### src/rtl/avst_fifo_pkg.sv
// Shared register map for the Avalon-ST to Avalon-MM FIFO bridge:
// register addresses, status bit positions and control bit positions.
package avst_fifo_pkg;

    typedef enum logic [1:0] {
        REG_DATA   = 2'd0,
        REG_LEVEL  = 2'd1,
        REG_THRESH = 2'd2,
        REG_CTRL   = 2'd3
    } reg_addr_e;

    localparam int STAT_EMPTY    = 0;
    localparam int STAT_FULL     = 1;
    localparam int STAT_IRQ_PEND = 2;
    localparam int STAT_IRQ_EN   = 3;
    localparam int STATUS_W      = 4;

    localparam int CTRL_FLUSH  = 0;
    localparam int CTRL_IRQ_EN = 1;

endpackage

### src/rtl/sc_fifo_core.sv
// Single-clock FIFO core with show-ahead head word, occupancy level and flush.
// Pointers wrap naturally because DEPTH is a power of two.
module sc_fifo_core #(
    parameter int DATA_W = 32,
    parameter int DEPTH  = 64,
    parameter int LVL_W  = $clog2(DEPTH) + 1
) (
    input  logic              clock,
    input  logic              reset_n,
    input  logic              push_i,
    input  logic              pop_i,
    input  logic              flush_i,
    input  logic [DATA_W-1:0] wdata_i,
    output logic [DATA_W-1:0] head_o,
    output logic [LVL_W-1:0]  level_o,
    output logic              empty_o,
    output logic              full_o
);

    localparam int AW = $clog2(DEPTH);

    logic [DATA_W-1:0] mem [DEPTH];

    logic [AW-1:0]    wr_ptr_q, wr_ptr_d;
    logic [AW-1:0]    rd_ptr_q, rd_ptr_d;
    logic [LVL_W-1:0] level_q,  level_d;

    always_comb begin
        wr_ptr_d = wr_ptr_q;
        rd_ptr_d = rd_ptr_q;
        level_d  = level_q;
        if (flush_i) begin
            wr_ptr_d = '0;
            rd_ptr_d = '0;
            level_d  = '0;
        end else begin
            if (push_i) begin
                wr_ptr_d = wr_ptr_q + AW'(1);
            end
            if (pop_i) begin
                rd_ptr_d = rd_ptr_q + AW'(1);
            end
            case ({push_i, pop_i})
                2'b10:   level_d = level_q + LVL_W'(1);
                2'b01:   level_d = level_q - LVL_W'(1);
                default: level_d = level_q;
            endcase
        end
    end

    always_ff @(posedge clock or negedge reset_n) begin
        if (!reset_n) begin
            wr_ptr_q <= '0;
            rd_ptr_q <= '0;
            level_q  <= '0;
        end else begin
            wr_ptr_q <= wr_ptr_d;
            rd_ptr_q <= rd_ptr_d;
            level_q  <= level_d;
        end
    end

    // Storage is deliberately not reset; clearing the pointers discards its contents.
    always_ff @(posedge clock) begin
        if (push_i && !flush_i) begin
            mem[wr_ptr_q] <= wdata_i;
        end
    end

    assign head_o  = mem[rd_ptr_q];
    assign level_o = level_q;
    assign empty_o = (level_q == '0);
    assign full_o  = (level_q == LVL_W'(DEPTH));

endmodule

### src/rtl/avst_to_avmm_fifo.sv
// Avalon-ST sink feeding a FIFO that is drained through a small Avalon-MM slave
// register map, with a level-threshold interrupt.
module avst_to_avmm_fifo
    import avst_fifo_pkg::*;
#(
    parameter int DATA_W = 32,
    parameter int DEPTH  = 64,
    parameter int LVL_W  = $clog2(DEPTH) + 1
) (
    input  logic              clock,
    input  logic              reset_n,
    input  logic [DATA_W-1:0] sink_data,
    input  logic              sink_valid,
    output logic              sink_ready,
    input  logic [1:0]        mm_address,
    input  logic              mm_read,
    input  logic              mm_write,
    input  logic [31:0]       mm_writedata,
    output logic [DATA_W-1:0] mm_readdata,
    output logic              mm_waitrequest,
    output logic              irq
);

    logic [DATA_W-1:0] head_data;
    logic [LVL_W-1:0]  level;
    logic              empty;
    logic              full;

    logic [LVL_W-1:0]  thresh_q, thresh_d;
    logic              irq_en_q, irq_en_d;
    logic              irq_pend_q, irq_pend_d;
    logic              ready_en_q;

    reg_addr_e         addr;
    logic              rd_data;
    logic              wr_thresh;
    logic              wr_ctrl;
    logic              flush;
    logic              push;
    logic              pop;

    logic [DATA_W-1:0]   level_ext;
    logic [DATA_W-1:0]   thresh_ext;
    logic [STATUS_W-1:0] status;
    logic                unused_wdata;

    assign addr = reg_addr_e'(mm_address);

    always_comb begin
        rd_data        = mm_read && (addr == REG_DATA);
        wr_thresh      = mm_write && (addr == REG_THRESH);
        wr_ctrl        = mm_write && (addr == REG_CTRL);
        flush          = wr_ctrl && mm_writedata[CTRL_FLUSH];
        // ready_en_q keeps the sink closed during reset and until the first edge after it.
        sink_ready     = ready_en_q && !full && !flush;
        push           = sink_valid && sink_ready;
        pop            = rd_data && !empty && !flush;
        mm_waitrequest = rd_data && empty;
    end

    sc_fifo_core #(
        .DATA_W (DATA_W),
        .DEPTH  (DEPTH),
        .LVL_W  (LVL_W)
    ) u_core (
        .clock   (clock),
        .reset_n (reset_n),
        .push_i  (push),
        .pop_i   (pop),
        .flush_i (flush),
        .wdata_i (sink_data),
        .head_o  (head_data),
        .level_o (level),
        .empty_o (empty),
        .full_o  (full)
    );

    always_comb begin
        thresh_d   = wr_thresh ? mm_writedata[LVL_W-1:0] : thresh_q;
        irq_en_d   = wr_ctrl ? mm_writedata[CTRL_IRQ_EN] : irq_en_q;
        irq_pend_d = irq_pend_q;
        // Clearing takes priority so software can acknowledge even while still above threshold.
        if (wr_thresh || flush) begin
            irq_pend_d = 1'b0;
        end else if ((thresh_q != '0) && (level >= thresh_q)) begin
            irq_pend_d = 1'b1;
        end
    end

    always_ff @(posedge clock or negedge reset_n) begin
        if (!reset_n) begin
            thresh_q   <= '0;
            irq_en_q   <= 1'b0;
            irq_pend_q <= 1'b0;
            ready_en_q <= 1'b0;
        end else begin
            thresh_q   <= thresh_d;
            irq_en_q   <= irq_en_d;
            irq_pend_q <= irq_pend_d;
            ready_en_q <= 1'b1;
        end
    end

    assign irq = irq_en_q && irq_pend_q;

    // Zero-extend (or truncate, for very narrow data) the level-width registers.
    genvar gi;
    generate
        for (gi = 0; gi < DATA_W; gi++) begin : g_ext
            if (gi < LVL_W) begin : g_bit
                assign level_ext[gi]  = level[gi];
                assign thresh_ext[gi] = thresh_q[gi];
            end else begin : g_zero
                assign level_ext[gi]  = 1'b0;
                assign thresh_ext[gi] = 1'b0;
            end
        end
    endgenerate

    always_comb begin
        status                = '0;
        status[STAT_EMPTY]    = empty;
        status[STAT_FULL]     = full;
        status[STAT_IRQ_PEND] = irq_pend_q;
        status[STAT_IRQ_EN]   = irq_en_q;
    end

    always_comb begin
        mm_readdata = '0;
        if (mm_read) begin
            case (addr)
                REG_DATA: begin
                    if (!empty) begin
                        mm_readdata = head_data;
                    end
                end
                REG_LEVEL:  mm_readdata = level_ext;
                REG_THRESH: mm_readdata = thresh_ext;
                REG_CTRL:   mm_readdata[STATUS_W-1:0] = status;
                default:    mm_readdata = '0;
            endcase
        end
    end

    assign unused_wdata = ^mm_writedata[31:LVL_W];

endmodule

### config.mk
export PLATFORM = sky130hd
export DESIGN_NAME = avst_to_avmm_fifo
export DESIGN_NICKNAME = d
export VERILOG_FILES = /design/src/rtl/avst_fifo_pkg.sv /design/src/rtl/sc_fifo_core.sv /design/src/rtl/avst_to_avmm_fifo.sv
export SDC_FILE = /design/constraint.sdc
export NUM_CORES = 2
export LEC_CHECK = 0
export ABC_AREA = 0
export CAP_MARGIN = 25
export CORE_UTILIZATION = 40
export CTS_BUF_LIST = sky130_fd_sc_hd__clkbuf_16
export DETAILED_ROUTE_END_ITERATION = 10
export PLACE_DENSITY_LB_ADDON = 0.2
export SETUP_SLACK_MARGIN = 0.4
export SKIP_CTS_REPAIR_TIMING = 1
export SYNTH_ARGS = -nofsm -noshare
export SYNTH_HDL_FRONTEND = slang
export SYNTH_SLANG_ARGS = --single-unit
### constraint.sdc
create_clock -name clock -period 6 [get_ports clock]
set_input_delay 0.9 -clock clock [delete_from_list [all_inputs] [get_ports clock]]
set_output_delay 0.9 -clock clock [all_outputs]
set_load 0.05 [all_outputs]
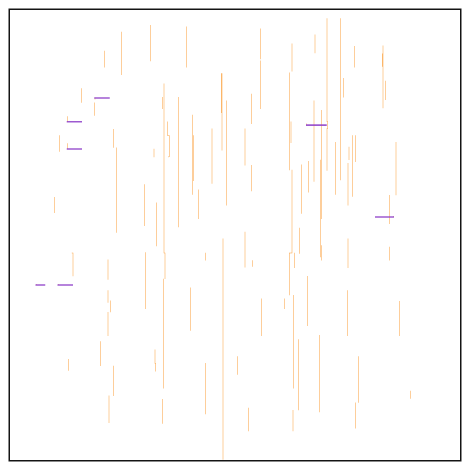
(images/wires.png)
Scale: 1 px per um. Two of the layers only.
Orange marks metal 4, wire length 4190 um. Purple marks metal 5, wire length 100 um.

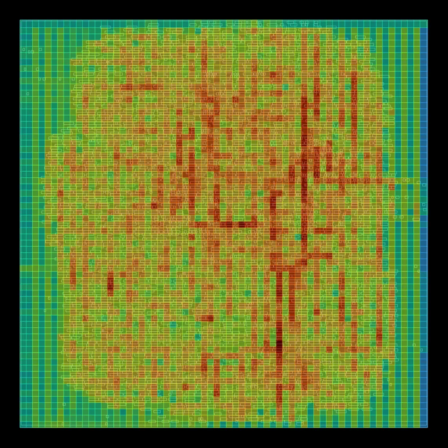
(images/congestion.png)
Util after Layout: 46.6%
Total GRT Usage: 20.8%
Wirelength per Cell: 32.0 um
met2 GRT Util: 33.0%
busiest grt layer: met2

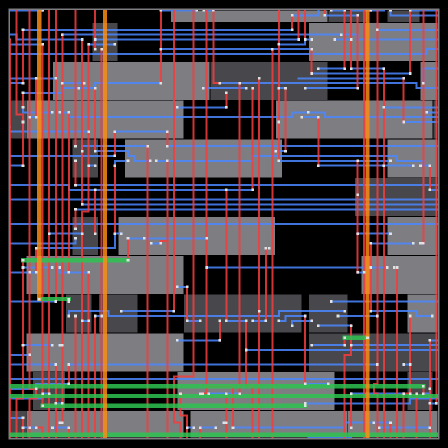
(images/detail.png)
Region (210, 300) to (240, 330) um. Cells in gray, sequential cells in the stronger gray; small squares are vias.
Blue marks metal 1. Green marks metal 3. Red marks metal 2. Orange marks metal 4.
25 logic cells have their middle in the window. Sequential cells in the window: 12. Most frequent: edfxtp_1 (12), nor3_1 (5), mux4_2 (2). Netlist names of flops here include u_core.mem (12).

==> impl_metrics.json <==
{
  "outcome": "finished clean",
  "chip_area_um2": 203000,
  "route.met3.wl_um": 12900,
  "pg_comb_mw": 9.27,
  "largest_reg_flops": 2048,
  "yosys.area.top_type": "edfxtp_1",
  "timing.rr.start": "u_core.level_o[4]$_DFFE_PN0P_",
  "crit_end": "mm_readdata[6]",
  "r2r_slack_ps": 2360,
  "cellLeakagePower_nw": 28.5,
  "drt-initial-drc-count": 4219,
  "ir_drop_mv": 0.311,
  "synthArstFlopShare_pct": 1.40,
  "fin_crit_sh_pct": 91.7,
  "sh_seq_area_pct": 66.9,
  "grt_pass1_vias": 38500,
  "holdWs_ps": 434,
  "setup_viol": 0,
  "pg_seq_mw": 16.4,
  "mux_area_share_pct": 17.2,
  "nets": 3886,
  "htreeDepth": 4,
  "buf_share_pct": 3.52,
  "drt_first_pass_iters": 6,
  "yosys_area_um2": 80300,
  "most_common_cell": "edfxtp_1",
  "wl_met2_um": 102000,
  "regMostFlops": "u_core.mem",
  "rows": 164,
  "largest_cell_class": "registers"
}
